**M3 wires**

(6 px per um) Cells faint in the background.
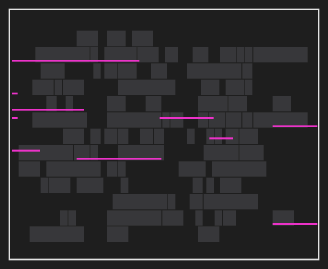
**Cell placement**

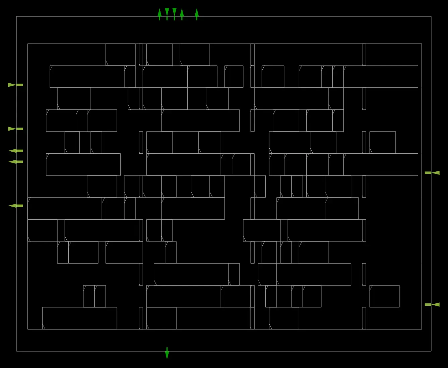
**Wiring heat map**

(8 px per um) The die is cut into 10 by 8 equal tiles; white is low, dark blue is high, scaled to the fullest tile. Values are wire area over tile area, all layers added.
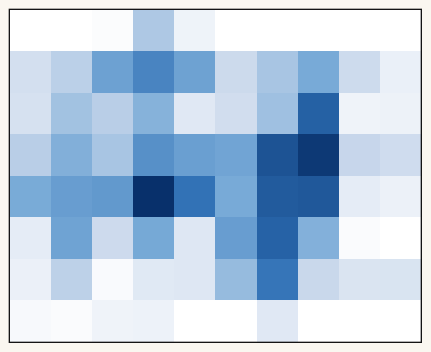
Design mem_port_arbiter, sky130hd; sources not shown.
==> reports/metrics.yaml <==
powerDensity_mw_per_mm2: 912
ys_seq_share_pct: 47.5
tightest_slew_ns: 0.663
maxPowerGroup: "registers"
maxCapViolCount: 0
clock_cell_area_share_pct: 3.95
taps: 22
sh_seq_area_pct: 38.2
cts_tree: "built"
dominant_cells: "combinational gates"
busiest_layer: "met2"
topCellsByArea: "dfrtp_1 44%, nand2_1 7.1%, mux2i_1 5.4%, dfstp_2 3.6%, ha_1 3.4%"
drt_iter0_drc: 17
most_common_cell: "nand2_1"
setup_tns_ns: 0
whs_ns: 0.383
cts_max_level: 1
synth_flops: 14
warnings: 27
grt.overflow.total: 0
synth.distinct_cells: 30
synth-compound-area-share_pct: 11.0
dieHeight_um: 41.5
crit_buf_inv: 2
hp-class: "register to register"
netlist.area_leader.share_pct: 44.0
cts_inserted_buffers: 3
syn_nets: 80
timing.reg2reg.setup_slack_ns: 0.44
grt_pass1_wl_mm: 2.54
grt_pass1_vias: 572
flop_area_um2: 352
p_seq_uw: 378
pg_clk_uw: 199
wl_met3_um: 78
drc: 0
diodes: 0
combPwrFrac_pct: 31.3
ant_nets: 0
fmaxAchievable_mhz: 517
place_area_um2: 887
final_net_count: 97
yosys-top-cells-count: "14 x nand2_1, 13 x dfrtp_1, 5 x nor2_1"
post_synth.cell_area_avg_um2: 10.3
top_layer: "met3"
status: "finished, final reports clean"
dp_hpwl_mm: 1.07
cts_resized: 3
wl_met2_um: 649
cp_max_fo: 10
largest_area_cell: "dfrtp_1"
grt.met1_usage_pct: 22.0
largest_reg_flops: 8
place.port_buffers: 12
logic_area_um2: 375
## Picture notes: 'M3 wires'
The layer carries 78.9 um of wire. The wires run mostly horizontal. 9 nets have wire on it. The layer holds 5.3% of the routed length.
via count: 589
met3 Usage GRT: 6.96%
Routed WL: 1.49 mm

## Picture notes: 'cell placement'
core box area: 0.00172 mm2
flop count: 14

## Picture notes: 'wiring heat map'
The mean over all tiles is 0.11. 26% of the tiles are over half the peak. The fullest tile reaches 0.36. The densest ninth of the die: centre. 18% of the tiles are nearly empty.
aggregate global-route resource usage: 16.2%
DR WL/cell: 13.5 um

